`src/rtl/pipe_ctrl_pkg.sv`:
```
// Shared decode constants, ID/EX bundle bit positions and MULTU FSM encoding
// for the pipeline control unit.
package pipe_ctrl_pkg;

  localparam logic [5:0] OP_RTYPE = 6'h00;
  localparam logic [5:0] OP_J     = 6'h02;
  localparam logic [5:0] OP_BEQ   = 6'h04;
  localparam logic [5:0] OP_ANDI  = 6'h0C;
  localparam logic [5:0] OP_LW    = 6'h23;
  localparam logic [5:0] OP_SW    = 6'h2B;

  localparam logic [5:0] FN_JR    = 6'h08;
  localparam logic [5:0] FN_MULTU = 6'h19;

  localparam int EX_REGDST   = 3;
  localparam int EX_ALUOP_HI = 2;
  localparam int EX_ALUOP_LO = 1;
  localparam int EX_ALUSRC   = 0;
  localparam int MEM_READ    = 2;
  localparam int MEM_WRITE   = 1;
  localparam int MEM_BRANCH  = 0;
  localparam int WB_REGWRITE = 1;
  localparam int WB_MEMTOREG = 0;

  typedef enum logic [1:0] {
    MUL_IDLE = 2'd0,
    MUL_BUSY = 2'd1,
    MUL_DONE = 2'd2
  } mul_state_e;

  typedef struct packed {
    logic [3:0] ex;
    logic [2:0] mem;
    logic [1:0] wb;
  } bundle_t;

  typedef struct packed {
    bundle_t b;
    logic    jump;
    logic    jr;
    logic    extsel;
    logic    multu;
    logic    illegal;
  } dec_t;

  function automatic bundle_t mk_bundle(input logic regdst, input logic [1:0] aluop,
                                        input logic alusrc, input logic memread,
                                        input logic memwrite, input logic branch,
                                        input logic regwrite, input logic memtoreg);
    bundle_t b;
    b = '0;
    b.ex[EX_REGDST]               = regdst;
    b.ex[EX_ALUOP_HI:EX_ALUOP_LO] = aluop;
    b.ex[EX_ALUSRC]               = alusrc;
    b.mem[MEM_READ]               = memread;
    b.mem[MEM_WRITE]              = memwrite;
    b.mem[MEM_BRANCH]             = branch;
    b.wb[WB_REGWRITE]             = regwrite;
    b.wb[WB_MEMTOREG]             = memtoreg;
    return b;
  endfunction

endpackage

```
`src/rtl/pipe_ctrl_unit_decode.sv`:
```
// Pure combinational ID-stage decode: control bundles plus jump/extend flags.
module ctrl_decode
  import pipe_ctrl_pkg::*;
(
  input  logic [5:0] opcode,
  input  logic [5:0] funct,
  output dec_t       dec
);

  always_comb begin
    dec = '0;
    case (opcode)
      OP_LW: begin
        dec.b      = mk_bundle(1'b0, 2'b00, 1'b1, 1'b1, 1'b0, 1'b0, 1'b1, 1'b1);
        dec.extsel = 1'b1;
      end
      OP_SW: begin
        dec.b      = mk_bundle(1'b0, 2'b00, 1'b1, 1'b0, 1'b1, 1'b0, 1'b0, 1'b0);
        dec.extsel = 1'b1;
      end
      OP_BEQ: begin
        dec.b      = mk_bundle(1'b0, 2'b01, 1'b0, 1'b0, 1'b0, 1'b1, 1'b0, 1'b0);
        dec.extsel = 1'b1;
      end
      OP_ANDI: begin
        dec.b      = mk_bundle(1'b0, 2'b00, 1'b1, 1'b0, 1'b0, 1'b0, 1'b1, 1'b0);
        dec.extsel = 1'b1;
      end
      OP_J: begin
        dec.jump   = 1'b1;
        dec.extsel = 1'b1;
      end
      OP_RTYPE: begin
        // JR carries no datapath work past ID, so its bundles stay empty
        if (funct == FN_JR) begin
          dec.jump = 1'b1;
          dec.jr   = 1'b1;
        end else begin
          dec.b     = mk_bundle(1'b1, 2'b10, 1'b0, 1'b0, 1'b0, 1'b0, 1'b1, 1'b0);
          dec.multu = (funct == FN_MULTU);
        end
      end
      default: dec.illegal = 1'b1;
    endcase
  end

endmodule

```
`src/rtl/pipe_ctrl_unit.sv`:
```
// Pipeline control: decode, load-use and MULTU stalls, branch/jump flushes,
// and the registered ID/EX control bundles.
module pipe_ctrl_unit
  import pipe_ctrl_pkg::*;
#(
  parameter int MUL_LAT       = 32,
  parameter bit FLUSH_ON_JUMP = 1'b1
) (
  input  logic       clk,
  input  logic       rst,
  input  logic [5:0] OpCode,
  input  logic [5:0] Funct,
  input  logic       id_valid,
  input  logic [4:0] IFID_Rs,
  input  logic [4:0] IFID_Rt,
  input  logic [4:0] IDEX_Rt,
  input  logic       IDEX_MemRead,
  input  logic       branch_taken,
  output logic [3:0] EX,
  output logic [2:0] MEM,
  output logic [1:0] WB,
  output logic       Jump,
  output logic       JR,
  output logic       ExtendSel,
  output logic       PCWrite,
  output logic       IFIDWrite,
  output logic       IFFlush,
  output logic       mul_start,
  output logic       mul_busy,
  output logic       illegal
);

  localparam int CW = $clog2(MUL_LAT);

  dec_t             dec;
  bundle_t          nb;
  mul_state_e       state, state_n;
  logic [CW-1:0]    cnt, cnt_n;
  logic             load_use, accept, mul_go;

  ctrl_decode u_dec (
    .opcode (OpCode),
    .funct  (Funct),
    .dec    (dec)
  );

  assign load_use  = IDEX_MemRead && (IDEX_Rt != 5'd0) &&
                     ((IDEX_Rt == IFID_Rs) || (IDEX_Rt == IFID_Rt));
  assign mul_busy  = (state != MUL_IDLE);
  // An instruction is consumed only when nothing higher-priority is in the way
  assign accept    = id_valid && !branch_taken && !mul_busy && !load_use;
  assign mul_go    = accept && dec.multu;
  assign mul_start = mul_go && !rst;

  assign Jump      = id_valid && dec.jump;
  assign JR        = id_valid && dec.jr;
  assign ExtendSel = dec.extsel;

  always_comb begin
    PCWrite   = 1'b1;
    IFIDWrite = 1'b1;
    IFFlush   = 1'b0;
    if (rst) begin
      PCWrite   = 1'b0;
      IFIDWrite = 1'b0;
      IFFlush   = 1'b1;
    end else if (branch_taken) begin
      IFFlush   = 1'b1;
    end else if (mul_busy || load_use) begin
      PCWrite   = 1'b0;
      IFIDWrite = 1'b0;
    end else if (Jump && FLUSH_ON_JUMP) begin
      IFFlush   = 1'b1;
    end
  end

  assign nb = (accept && !dec.illegal) ? dec.b : '0;

  // BUSY spans MUL_LAT-1 cycles, DONE adds the last stall cycle
  always_comb begin
    state_n = state;
    cnt_n   = cnt;
    case (state)
      MUL_IDLE: if (mul_go) begin
        state_n = MUL_BUSY;
        cnt_n   = CW'(MUL_LAT - 1);
      end
      MUL_BUSY: begin
        cnt_n = cnt - CW'(1);
        if (cnt == CW'(1)) state_n = MUL_DONE;
      end
      MUL_DONE: state_n = MUL_IDLE;
      default:  state_n = MUL_IDLE;
    endcase
  end

  always_ff @(posedge clk or posedge rst) begin
    if (rst) begin
      state   <= MUL_IDLE;
      cnt     <= '0;
      EX      <= '0;
      MEM     <= '0;
      WB      <= '0;
      illegal <= 1'b0;
    end else begin
      state   <= state_n;
      cnt     <= cnt_n;
      EX      <= nb.ex;
      MEM     <= nb.mem;
      WB      <= nb.wb;
      illegal <= accept && dec.illegal;
    end
  end

endmodule

```
`config.mk`:
```
export PLATFORM = sky130hd
export DESIGN_NAME = pipe_ctrl_unit
export DESIGN_NICKNAME = d
export VERILOG_FILES = /design/src/rtl/pipe_ctrl_pkg.sv /design/src/rtl/pipe_ctrl_unit_decode.sv /design/src/rtl/pipe_ctrl_unit.sv
export SDC_FILE = /design/constraint.sdc
export NUM_CORES = 1
export LEC_CHECK = 0
export ABC_AREA = 1
export CELL_PAD_IN_SITES_DETAIL_PLACEMENT = 0
export CELL_PAD_IN_SITES_GLOBAL_PLACEMENT = 1
export CORE_MARGIN = 3
export CORE_UTILIZATION = 30
export CTS_CLUSTER_DIAMETER = 60
export DETAILED_ROUTE_END_ITERATION = 7
export GPL_TIMING_DRIVEN = 0
export PLACE_DENSITY_LB_ADDON = 0.08
export SLEW_MARGIN = 15
export SYNTH_ARGS = -nofsm -noshare
export SYNTH_HDL_FRONTEND = slang
export SYNTH_SLANG_ARGS = --single-unit
```
`constraint.sdc`:
```
create_clock -name clk -period 2.3 [get_ports clk]
set_input_delay 0.46 -clock clk [delete_from_list [all_inputs] [get_ports clk]]
set_output_delay 0.46 -clock clk [all_outputs]
set_load 0.005 [all_outputs]
```
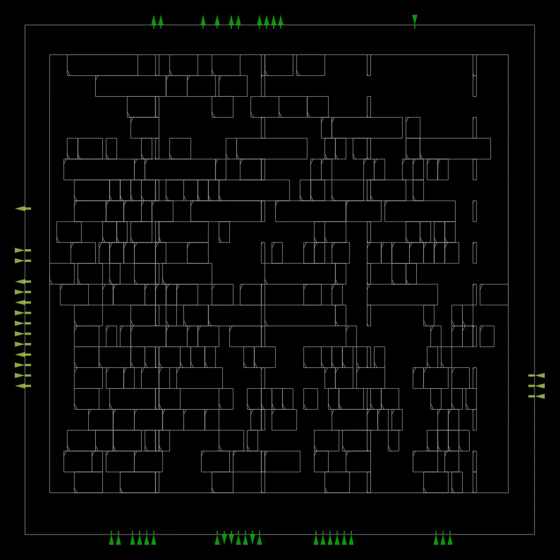
placement.png
Layout fillers: 357
Finished Layout Cells: 279
Util after Layout: 52.6%

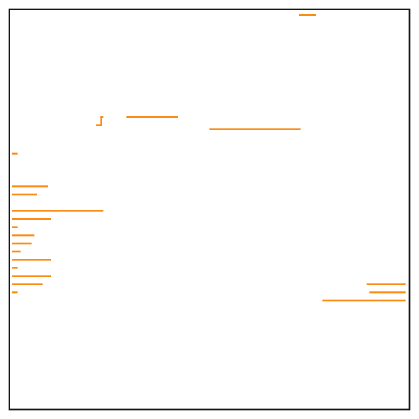
layer_met3.png
Drawn at 6 px/µm.
main direction	horizontal
nets with wire on the layer	20
longest straight run	14.9 µm
number of vias in the routed layout: 1,221
met3 Usage GRT: 3.74%
WL final: 2950 µm

==> impl_metrics.py <==
# Auto-generated metrics
metrics = {
    "pwr": {
        "comb_power_share_pct": 28.2,
        "switching_share_pct": 28.6,
        "power_density_mw_per_mm2": 303,
        "internal_power_mw": 0.389,
        "p_clk_share_pct": 25.5,
        "p_sw_mw": 0.155,
        "p_leak_nw": 1.02,
        "ir_drop_uv": 182,
    },
    "final_timing": {
        "whs_ns": 0.508,
        "fin_skew_ns": 0.00720,
        "fin_crit_sh_pct": 96.8,
        "hold_viol_final": 0,
        "min_period_ns": 2.23,
        "relSlewSlack_pct": 62.3,
        "worstMarginPinSlew_ns": 0.564,
        "max_freq_mhz": 449,
        "rsz0062_at_grt": "yes",
    },
    "grt": {
        "grt_pass1_vias": 1237,
        "grt_overflow_total": 0,
        "grtUsageTotal_pct": 14.7,
        "antenna_found_initial": 0,
        "grt_start_max_net_pins": 15,
        "grt_pass1_wl_um": 5080,
    },
    "logic_synthesis": {
        "yosysUniqueCellTypes": 23,
        "edf_count": 0,
        "ys_sh_aoi_pct": 5.37,
        "avgSynthCellArea_um2": 6.60,
        "top_cells_by_area": "dfrtp_1, nand2_1, inv_1",
        "synthXorXnorAreaFrac_pct": 1.60,
        "fp_nets": 200,
        "ys_seq_share_pct": 32.0,
        "common_cells": "nand2_1, inv_1, nor2_1",
        "adder_share_pct": 2.28,
        "yosysMostFrequentCell": "nand2_1",
        "ys_area_mm2": 0.00110,
        "ys_top_logic_family": "simple AND/OR/NAND/NOR gates",
        "synthSimpleGateAreaFrac_pct": 45.1,
        "ys_sh_mux_pct": 0,
        "ys_cells": 166,
        "synth-main-ff-cell": "dfrtp_1",
        "yosysWarnings": 0,
    },
    "cells_and_area": {
        "seqCellArea_um2": 350,
        "logic_gates": 116,
        "final_cell_area_mm2": 0.00180,
        "final.clkbuf_count": 3,
        "top_area_cell_class": "multi-input combinational cells",
        "antenna_cells": 0,
        "seq_cells": 14,
        "logic_area_um2": 653,
        "lay_top_count": "nand2_1",
        "comb_share_pct": 36.3,
        "signal_buffers": 68,
        "seq-cell-share_pct": 19.5,
        "bufAreaShareNonClock_pct": 33.1,
        "area_growth_pct": 64.0,
    },
    "clock_network": {
        "insertion_delay_ns": 0.28,
        "clk_pin_slew_ns": 0.09,
        "cts-buffers-inserted": 3,
    },
    "floorplan": {
        "rows": 21,
        "die_x_um": 66.4,
        "fp-utilization_pct": 32.1,
        "die_h_um": 66.4,
    },
    "min_path": {
        "hp-class": "flip-flop to flip-flop",
    },
    "route": {
        "wire_per_inst_um": 10.6,
        "vias_per_cell": 4.38,
        "drc": 0,
    },
    "flow_run": {
        "cap_violations": 0,
        "warnings": 29,
    },
    "run_status": {
        "status": "finished clean",
    },
    "worst_setup_path": {
        "critPathRequiredTime_ns": 1.84,
        "critPathCaptureType": "output port",
        "crit_arrival_ns": 1.77,
    },
    "placed_design": {
        "dp_slack_ns": -0.522,
        "place_hpwl_um": 2390,
    },
}
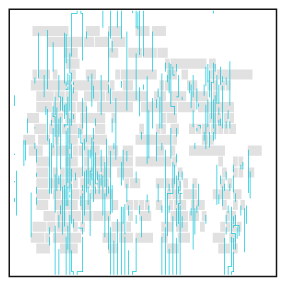
layer_met2.png
Drawn at 4 px/µm.
wire length on this layer	1,580 µm
longest straight run	21.8 µm
share of all routed wire	54%

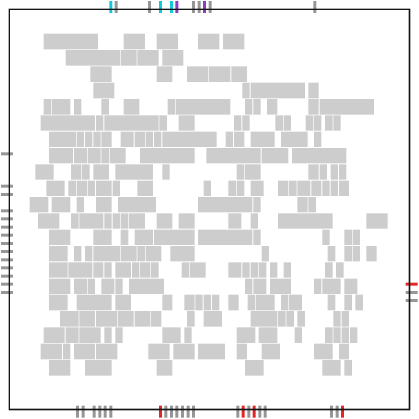
io_placement.png
Drawn at 6 px/µm. Pins as bars across the die edge, other pins in gray.
port	color	pins	direction	edge
WB	purple	2	output	top
IFID_Rt	red	5	input	4 bottom, 1 right
MEM	cyan	3	output	top

## final timing paths
check                      cells past startpoint  slack [ns]                    to            startpoint
hold / removal                                 2        0.51    cnt[4]$_DFFE_PP0P_    cnt[4]$_DFFE_PP0P_
min in group asynchronous                      2        0.62  state[1]$_DFFE_PP0P_                   rst
setup reg to reg                               6        0.90       EX[0]$_DFF_PP0_  state[1]$_DFFE_PP0P_
setup / recovery                              11        0.07               IFFlush              Funct[3]
hold reg to reg                                2        0.51    cnt[4]$_DFFE_PP0P_    cnt[4]$_DFFE_PP0P_
max in group asynchronous                      2        1.30       WB[0]$_DFF_PP0_                   rst
## layer usage
metal  track usage, %  routed length [µm]  up-vias
li1                 -                   -      648
met1             16.8                1240      548
met2             26.8                1580       23
met3             3.74                 111        2
met4             4.06                  19        0
met5                0                   0        -
## power by group through the flow
| stage | Sequential (mW) | Clock, mW | Combinational [mW] |
|---|---|---|---|
| 6_report | 0.252 | 0.138 | 0.153 |
| 5_1_grt | 0.253 | 0.158 | 0.170 |
| 4_1_cts | 0.252 | 0.142 | 0.152 |
| 3_5_place_dp | 0.257 | 0 | 0.147 |
| 3_3_place_gp | 0.257 | 0 | 0.143 |
| 2_1_floorplan | 0.256 | 0 | 0.0615 |
## flip-flops by register name (all words and copies together), names as in the netlist
signal   count
illegal      1
EX           2
MEM          2
state        2
WB           2
cnt          5
## worst max-delay path, stage by stage
cell,delay (ns)
clkdlybuf4s50_1,0.47
nand2_2,0.06
nor3_2,0.09
nand2_1,0.08
inv_2,0.06
nand2_2,0.06
o22ai_2,0.12
buf_4,0.14
nand3_1,0.05
nand2_1,0.08
buf_2,0.11
## repair_timing
item	CTS	global route
pin swaps	18	13
endpoints found under the setup margin	7	5
buffers inserted	12	3
hold buffers	0	0
resized	40	19
cloned	0	0
No activity file was given, so power comes from the tool's default toggle rates.
